Run 1, placed standard cells:
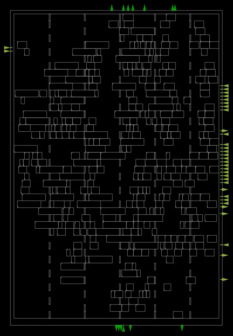
Run 1, sequential cells coloured by netlist name:
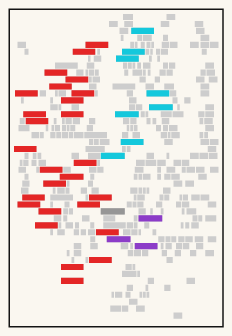
Run 1, nets reached from selected ports:
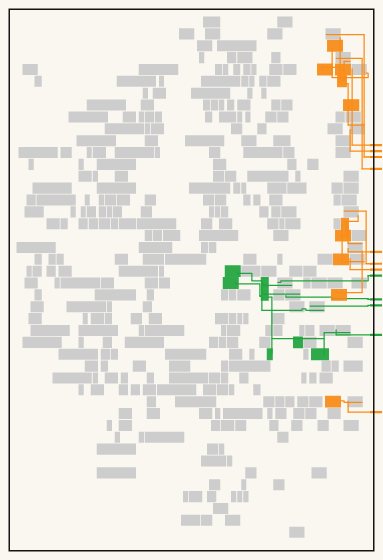
`src/rtl/traffic_phase_scheduler.sv`:
```
// traffic_phase_scheduler: tick-timed phase FSM for a two-group intersection.
// A prescaler produces the timing tick. Per-phase durations are sampled on state entry.
// The main-road green rests until side-road demand arrives.
// Night flashing mode is entered and left only through all-red clearance.
module traffic_phase_scheduler #(
    parameter int unsigned TICK_DIV = 50000000
) (
    input  logic       clk,
    input  logic       rst_n,
    input  logic [7:0] g1_time,
    input  logic [7:0] g2_time,
    input  logic [3:0] y_time,
    input  logic [3:0] ar_time,
    input  logic       req2,
    input  logic       night,
    output logic       G1,
    output logic       Y1,
    output logic       R1,
    output logic       G2,
    output logic       Y2,
    output logic       R2,
    output logic [2:0] phase,
    output logic [7:0] remain,
    output logic       tick
);

    localparam int unsigned     PW   = $clog2(TICK_DIV);
    localparam logic [PW-1:0]   LAST = PW'(TICK_DIV - 1);

    typedef enum logic [2:0] {
        S_G1      = 3'd0,
        S_Y1      = 3'd1,
        S_AR1     = 3'd2,
        S_G2      = 3'd3,
        S_Y2      = 3'd4,
        S_AR2     = 3'd5,
        S_FLASH   = 3'd6,
        S_ILLEGAL = 3'd7
    } state_t;

    logic [PW-1:0] r_presc;
    state_t        r_state;
    logic [7:0]    r_remain;
    logic          r_flash_ph;

    state_t        w_state_nxt;
    logic [7:0]    w_remain_nxt;
    logic          w_flash_nxt;
    logic          w_tick;
    logic          w_last;
    logic [7:0]    w_g1_dur;
    logic [7:0]    w_g2_dur;
    logic [7:0]    w_y_dur;
    logic [7:0]    w_ar_dur;

    // A programmed duration of zero still lasts one tick.
    function automatic logic [7:0] dur(input logic [7:0] v);
        return (v == 8'd0) ? 8'd1 : v;
    endfunction

    assign w_tick   = (r_presc == LAST);
    assign w_last   = (r_remain <= 8'd1);
    assign w_g1_dur = dur(g1_time);
    assign w_g2_dur = dur(g2_time);
    assign w_y_dur  = dur({4'd0, y_time});
    assign w_ar_dur = dur({4'd0, ar_time});

    // Prescaler: free-running 0..TICK_DIV-1 counter that sources the tick.
    always_ff @(posedge clk or negedge rst_n) begin
        if (!rst_n) begin
            r_presc <= '0;
        end else if (w_tick) begin
            r_presc <= '0;
        end else begin
            r_presc <= r_presc + PW'(1);
        end
    end

    // State register with the phase countdown and the flash phase bit.
    always_ff @(posedge clk or negedge rst_n) begin
        if (!rst_n) begin
            r_state    <= S_AR2;
            r_remain   <= 8'd3;
            r_flash_ph <= 1'b1;
        end else begin
            r_state    <= w_state_nxt;
            r_remain   <= w_remain_nxt;
            r_flash_ph <= w_flash_nxt;
        end
    end

    // Next-state logic: every transition is gated by the tick except recovery from the illegal encoding.
    always_comb begin
        w_state_nxt  = r_state;
        w_remain_nxt = r_remain;
        w_flash_nxt  = r_flash_ph;
        if (r_state == S_ILLEGAL) begin
            w_state_nxt  = S_AR2;
            w_remain_nxt = 8'd1;
        end else if (w_tick) begin
            case (r_state)
                S_G1: begin
                    if (!w_last) begin
                        w_remain_nxt = r_remain - 8'd1;
                    end else if (req2) begin
                        w_state_nxt  = S_Y1;
                        w_remain_nxt = w_y_dur;
                    end else begin
                        w_remain_nxt = 8'd1;
                    end
                end
                S_Y1: begin
                    if (!w_last) begin
                        w_remain_nxt = r_remain - 8'd1;
                    end else begin
                        w_state_nxt  = S_AR1;
                        w_remain_nxt = w_ar_dur;
                    end
                end
                S_AR1, S_AR2: begin
                    if (!w_last) begin
                        w_remain_nxt = r_remain - 8'd1;
                    end else if (night) begin
                        w_state_nxt  = S_FLASH;
                        w_remain_nxt = 8'd0;
                        w_flash_nxt  = 1'b1;
                    end else if (r_state == S_AR1) begin
                        w_state_nxt  = S_G2;
                        w_remain_nxt = w_g2_dur;
                    end else begin
                        w_state_nxt  = S_G1;
                        w_remain_nxt = w_g1_dur;
                    end
                end
                S_G2: begin
                    if (!w_last) begin
                        w_remain_nxt = r_remain - 8'd1;
                    end else begin
                        w_state_nxt  = S_Y2;
                        w_remain_nxt = w_y_dur;
                    end
                end
                S_Y2: begin
                    if (!w_last) begin
                        w_remain_nxt = r_remain - 8'd1;
                    end else begin
                        w_state_nxt  = S_AR2;
                        w_remain_nxt = w_ar_dur;
                    end
                end
                S_FLASH: begin
                    w_flash_nxt  = ~r_flash_ph;
                    w_remain_nxt = 8'd0;
                    if (!night) begin
                        w_state_nxt  = S_AR2;
                        w_remain_nxt = w_ar_dur;
                    end
                end
                default: begin
                    w_state_nxt  = S_AR2;
                    w_remain_nxt = 8'd1;
                end
            endcase
        end
    end

    // Moore lamp decode from the state register only.
    always_comb begin
        G1 = 1'b0;
        Y1 = 1'b0;
        R1 = 1'b0;
        G2 = 1'b0;
        Y2 = 1'b0;
        R2 = 1'b0;
        case (r_state)
            S_G1:    begin G1 = 1'b1; R2 = 1'b1; end
            S_Y1:    begin Y1 = 1'b1; R2 = 1'b1; end
            S_G2:    begin R1 = 1'b1; G2 = 1'b1; end
            S_Y2:    begin R1 = 1'b1; Y2 = 1'b1; end
            S_FLASH: begin Y1 = r_flash_ph; Y2 = r_flash_ph; end
            default: begin R1 = 1'b1; R2 = 1'b1; end
        endcase
    end

    assign phase  = r_state;
    assign remain = r_remain;
    assign tick   = w_tick;

endmodule

```
`config.mk`:
```
export PLATFORM = sky130hd
export DESIGN_NAME = traffic_phase_scheduler
export DESIGN_NICKNAME = d
export VERILOG_FILES = /design/src/rtl/traffic_phase_scheduler.sv
export SDC_FILE = /design/constraint.sdc
export NUM_CORES = 1
export LEC_CHECK = 0
export CORE_ASPECT_RATIO = 1.5
export CORE_UTILIZATION = 25
export DETAILED_ROUTE_END_ITERATION = 16
export PLACE_DENSITY = 0.43
export SLEW_MARGIN = 20
export SYNTH_ARGS = -nofsm -noshare
export SYNTH_HDL_FRONTEND = slang
export SYNTH_SLANG_ARGS = --single-unit
```
`constraint.sdc`:
```
create_clock -name clk -period 2.35 [get_ports clk]
set_input_delay 0.3525 -clock clk [delete_from_list [all_inputs] [get_ports clk]]
set_output_delay 0.3525 -clock clk [all_outputs]
set_load 0.03 [all_outputs]
```
==> out/metrics.yaml, run 1 <==
setup_path:
  ff2ff_path_depth: 5
  slowest_delay_ns: 0.55
  r2r_start: "remain[5]"
  cp.required_ns: 2.00
  endpoint: "tick"
  cp_common_cell: "buf_6"
  worst-setup-path-type: "reg -> out"
  crit_chain: "or4_4 -> nor4_4 -> nand3_1 -> buf_6 -> inv_2 -> buf_6"
  arrival_ns: 1.93
  cp_top_family: "simple AND/OR/NAND/NOR gates"
  critPathCaptureType: "output pin"
  worst-path-stages: 6
  worstPathMaxFanout: 11
  crit_start: "r_presc[18]"
min_path:
  min_path_type: "in -> async"
timing:
  setup_ws_ns: 0.0666
  period_used_pct: 97.2
  setup_violations: 0
  min_period_ns: 2.28
  fmaxAchievable_mhz: 438
  worst_hold_slack_ns: 0.447
  finalSetupTns_ns: 0
  max-slew-margin-rel_pct: 68.9
  finalHoldViolCount: 0
  slew_viol_final: 0
clocking:
  clock-sinks: 38
  clockBufferDepth: 2
  clk_pin_slew_worst_paths_ns: 0.06
  postCtsResizedCells: 7
  root_buffer: "clkbuf_16"
  cts_tree: "done"
  worst_skew_pair.late_latency_ns: 0.28
  numCtsBuffers: 5
  h-tree-depth: 2
floorplanning:
  fp_util_pct: 25.7
  die_y_um: 124
  chipArea_mm2: 0.0103
  die_w_um: 83.2
yosys:
  synth_top_area_share_pct: 33.4
  synthTopCellsByCount: "nor2_1, dfrtp_1, nand2_1, xor2_1, nand3_1"
  syn_inst: 278
  mappedNetlistArea_mm2: 0.00247
  synth_top_flop_cell: "dfrtp_1"
  top_logic_kind: "simple AND/OR/NAND/NOR gates"
  synth-xor-area-share_pct: 9.21
  synth_nets: 309
  synth_warnings: 0
  yosys.area_share.simple_pct: 26.3
  ys_cells: 278
  mux_share_pct: 4.10
  postSynthSeqShare_pct: 38.7
  most_common_cell: "nor2_1"
  synth-edff-count: 0
power:
  p_per_area_mw_per_mm2: 418
  fin_total_pwr_mw: 1.42
  leakagePower_nw: 1.46
run:
  warnings: 28
route:
  drtIter0Drc: 107
  vias_per_cell: 5.11
  drc: 0
  final_antenna_net_count: 0
  wl_mm: 7.58
  num_vias: 2345
cells_and_area:
  antenna_cells: 0
  lay_top_count: "clkdlybuf4s50_1"
  area.growth.synth_to_final_pct: 37.1
  final_cells: 459
  drive_gt1_share_pct: 17.4
  most-common-layout-cells: "clkdlybuf4s50_1, nor2_1, dfrtp_1"
  stdcell_area_mm2: 0.00339
global_route:
  grt_first_pass_wirelength_mm: 12.5
  grt_start_max_net_pins: 20
  grt_use_total_pct: 15.5
  grt_pass1_vias: 2513
  antenna_found_initial: 0
run_status:
  outcome: "finished clean"
placement:
  dpl_worst_slack_ns: 0.0922
  dp_cells: 449
  gp_congestion: 0.760
About 'placed standard cells':
# rows: 44
fillcell total: 992
tapcell count: 115
Final Util: 35.2%
core area: 0.00963 mm²

About 'sequential cells coloured by netlist name':
[`r_presc`] red | placed flops: 26
[`remain`] cyan | placed flops: 8
[`phase`] purple | placed flops: 3
not coloured: 1
sequential power: 0.655 mW
Seq. cell area: 960 µm²
flop share of the area: 28.3%

About 'nets reached from selected ports':
[`g2_time`] orange | bits: 8 | direction: input | end cells: 10 | wire: 248 µm
[`ar_time`] green | bits: 4 | direction: input | end cells: 7 | wire: 158 µm
I/O Buffers: 45
IO Pins: 46

run 1: metal layers:
layer,GRT usage (%),vias up,wire [µm]
met5,0,-,0
met4,6.03,0,169
met3,2.58,12,272
met2,30.3,55,4190
met1,16.5,1128,2940
li1,-,1150,-
run 1: layout make-up:
class / count / area (µm²) / share of cell area [%]
multi-input combinational: 218 / 1440 / 42.6
sequential: 38 / 960 / 28.3
timing repair buffer: 75 / 678 / 20.0
clock buffer: 8 / 146 / 4.32
inverter: 5 / 18.8 / 0.554
tap: 115 / 144 / 4.24
run 1: power breakdown:
group          internal (mW)  total, mW  switching, mW
Sequential             0.655      0.655              0
Combinational         0.0521     0.0894         0.0373
Clock                  0.423      0.672          0.249
run 1: state kept, by name (all words and copies together), names as in the netlist:
name	flops
r_flash_ph	1
remain	8
r_presc	26
phase	3
--- run 2 (diff from run 1) ---
CTS_CLUSTER_SIZE = 8   (was unset)
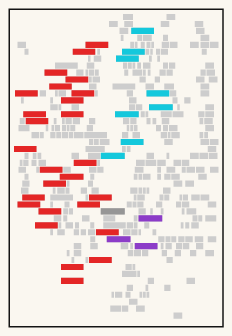
Run 2: sequential cells coloured by netlist name
[`remain`] cyan | placed flops: 8
[`phase`] purple | placed flops: 3
[`r_presc`] red | placed flops: 26
not coloured: 1

==> run 2 against run 1 <==
Area after synthesis unchanged. Wire length stayed put. Cell count stayed put. Sequential power about the same. First-iteration DRC count unchanged. Combinational power about the same. Core utilization is the same. Count of clock-buffer cells in the layout unchanged. Cell area stayed put. Die area stayed put. Critical path type unchanged. Non-clock buffer count is the same. Via count unchanged.
==> out/metrics.yaml, run 2 <==
clocking:
  worst_skew_pair.late_latency_ns: 0.28
  cts_tree: "done"
  numCtsBuffers: 5
  clk_pin_slew_worst_paths_ns: 0.06
  root_buffer: "clkbuf_16"
  h-tree-depth: 2
yosys:
  ys_cells: 278
  mappedNetlistArea_mm2: 0.00247
  yosys.area_share.simple_pct: 26.3
  synth-edff-count: 0
  synthTopCellsByCount: "nor2_1, dfrtp_1, nand2_1, xor2_1, nand3_1"
  synth-xor-area-share_pct: 9.21
  synth_warnings: 0
  syn_inst: 278
  synth_top_flop_cell: "dfrtp_1"
cells_and_area:
  top_area_cell_class: "combinational gates"
  drive_gt1_share_pct: 17.4
  top_register: "r_presc"
  lay_top_count: "clkdlybuf4s50_1"
  inverters_excl_clock: 5
  bufAreaShareNonClock_pct: 20.0
  antenna_cells: 0
  fillers: 992
  stdcell_area_mm2: 0.00339
  final-clk-cell-share_pct: 4.32
  clkbuf_count: 8
  area.growth.synth_to_final_pct: 37.1
  final_util_pct: 35.2
  most-common-layout-cells: "clkdlybuf4s50_1, nor2_1, dfrtp_1"
  largest_reg_flops: 26
  flops: 38
  num-nonclk-buffers: 75
power:
  combPwrFrac_pct: 6.3
  p_clk_mw: 0.672
  fin_total_pwr_mw: 1.42
  seq-power_mw: 0.655
  p_per_area_mw_per_mm2: 418
  power_leader: "the clock network"
  switching_power_mw: 0.286
  pwr.group.combinational_mw: 0.0894
setup_path:
  worst-setup-path-type: "reg -> out"
  slowest_delay_ns: 0.55
  critPathCaptureType: "output pin"
  cp_common_cell: "buf_6"
  cp_top_family: "simple AND/OR/NAND/NOR gates"
  crit_start: "r_presc[18]"
  cp.required_ns: 2.00
  ff2ff_path_depth: 5
  worst-path-stages: 6
  r2r_start: "remain[5]"
global_route:
  grt_start_max_net_pins: 20
  met3_usage_pct: 2.58
  grt_use_total_pct: 15.5
  met1_usage_pct: 16.5
  grt_pass1_vias: 2513
  grt_use_met2_pct: 30.3
route:
  wl_mm: 7.58
  drtIter0Drc: 107
  drc: 0
  final_antenna_net_count: 0
  num_vias: 2345
floorplanning:
  coreArea_mm2: 0.00963
  pin_count: 46
  rows: 44
  fp_util_pct: 25.7
  die_w_um: 83.2
  tap_cells: 115
  chipArea_mm2: 0.0103
  die_y_um: 124
placement:
  numPortBuffers: 45
  dp_cells: 449
  gp_congestion: 0.760
timing:
  max-slew-margin-rel_pct: 68.9
  finalHoldViolCount: 0
  slew_viol_final: 0
  worst_hold_slack_ns: 0.447
  finalSetupTns_ns: 0
run:
  warnings: 28
min_path:
  min_path_type: "in -> async"
run_status:
  outcome: "finished clean"
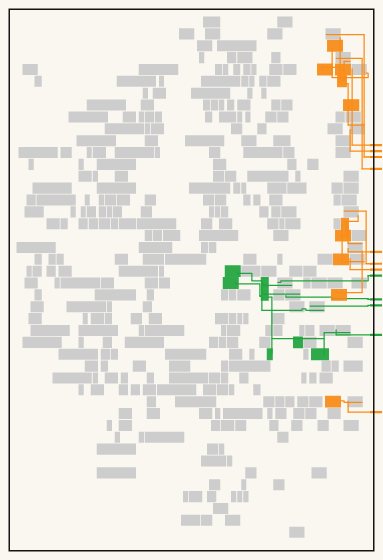
Run 2: nets reached from selected ports
[`ar_time`] green | bits: 4 | direction: input | end cells: 7 | wire: 158 µm
[`g2_time`] orange | bits: 8 | direction: input | end cells: 10 | wire: 248 µm

==> run 2: cell counts after synthesis <==
Identical to the previous run, type by type.
==> run 2: repair_timing <==
item / 4_1_cts / 5_1_grt
endpoints found under the hold margin: 7 / 0
hold buffers: 1 / 0
buffers inserted: 1 / 0
resized: 7 / 5
pin swaps: 2 / 0
endpoints found under the setup margin: 3 / 3
==> run 2: layer usage <==
metal  routed length [µm]  share of wire (%)  vias up
met5                    0                  0        -
met1                 2940                 39     1128
met4                  169                2.2        0
li1                     -                  -     1150
met2                 4190                 55       55
met3                  272                3.6       12
==> run 2: cells by family (layout without fill, tap and decap cells) <==
kind of cell | Yosys count | count (layout)
xor+xnor | 26 | 26
simple gates | 124 | 124
buf+inv | 22 | 88
mux | 10 | 10
flops | 38 | 38
compound gates | 55 | 55
fa+ha+maj | 3 | 3
Power is estimated from default activity; no workload was simulated.
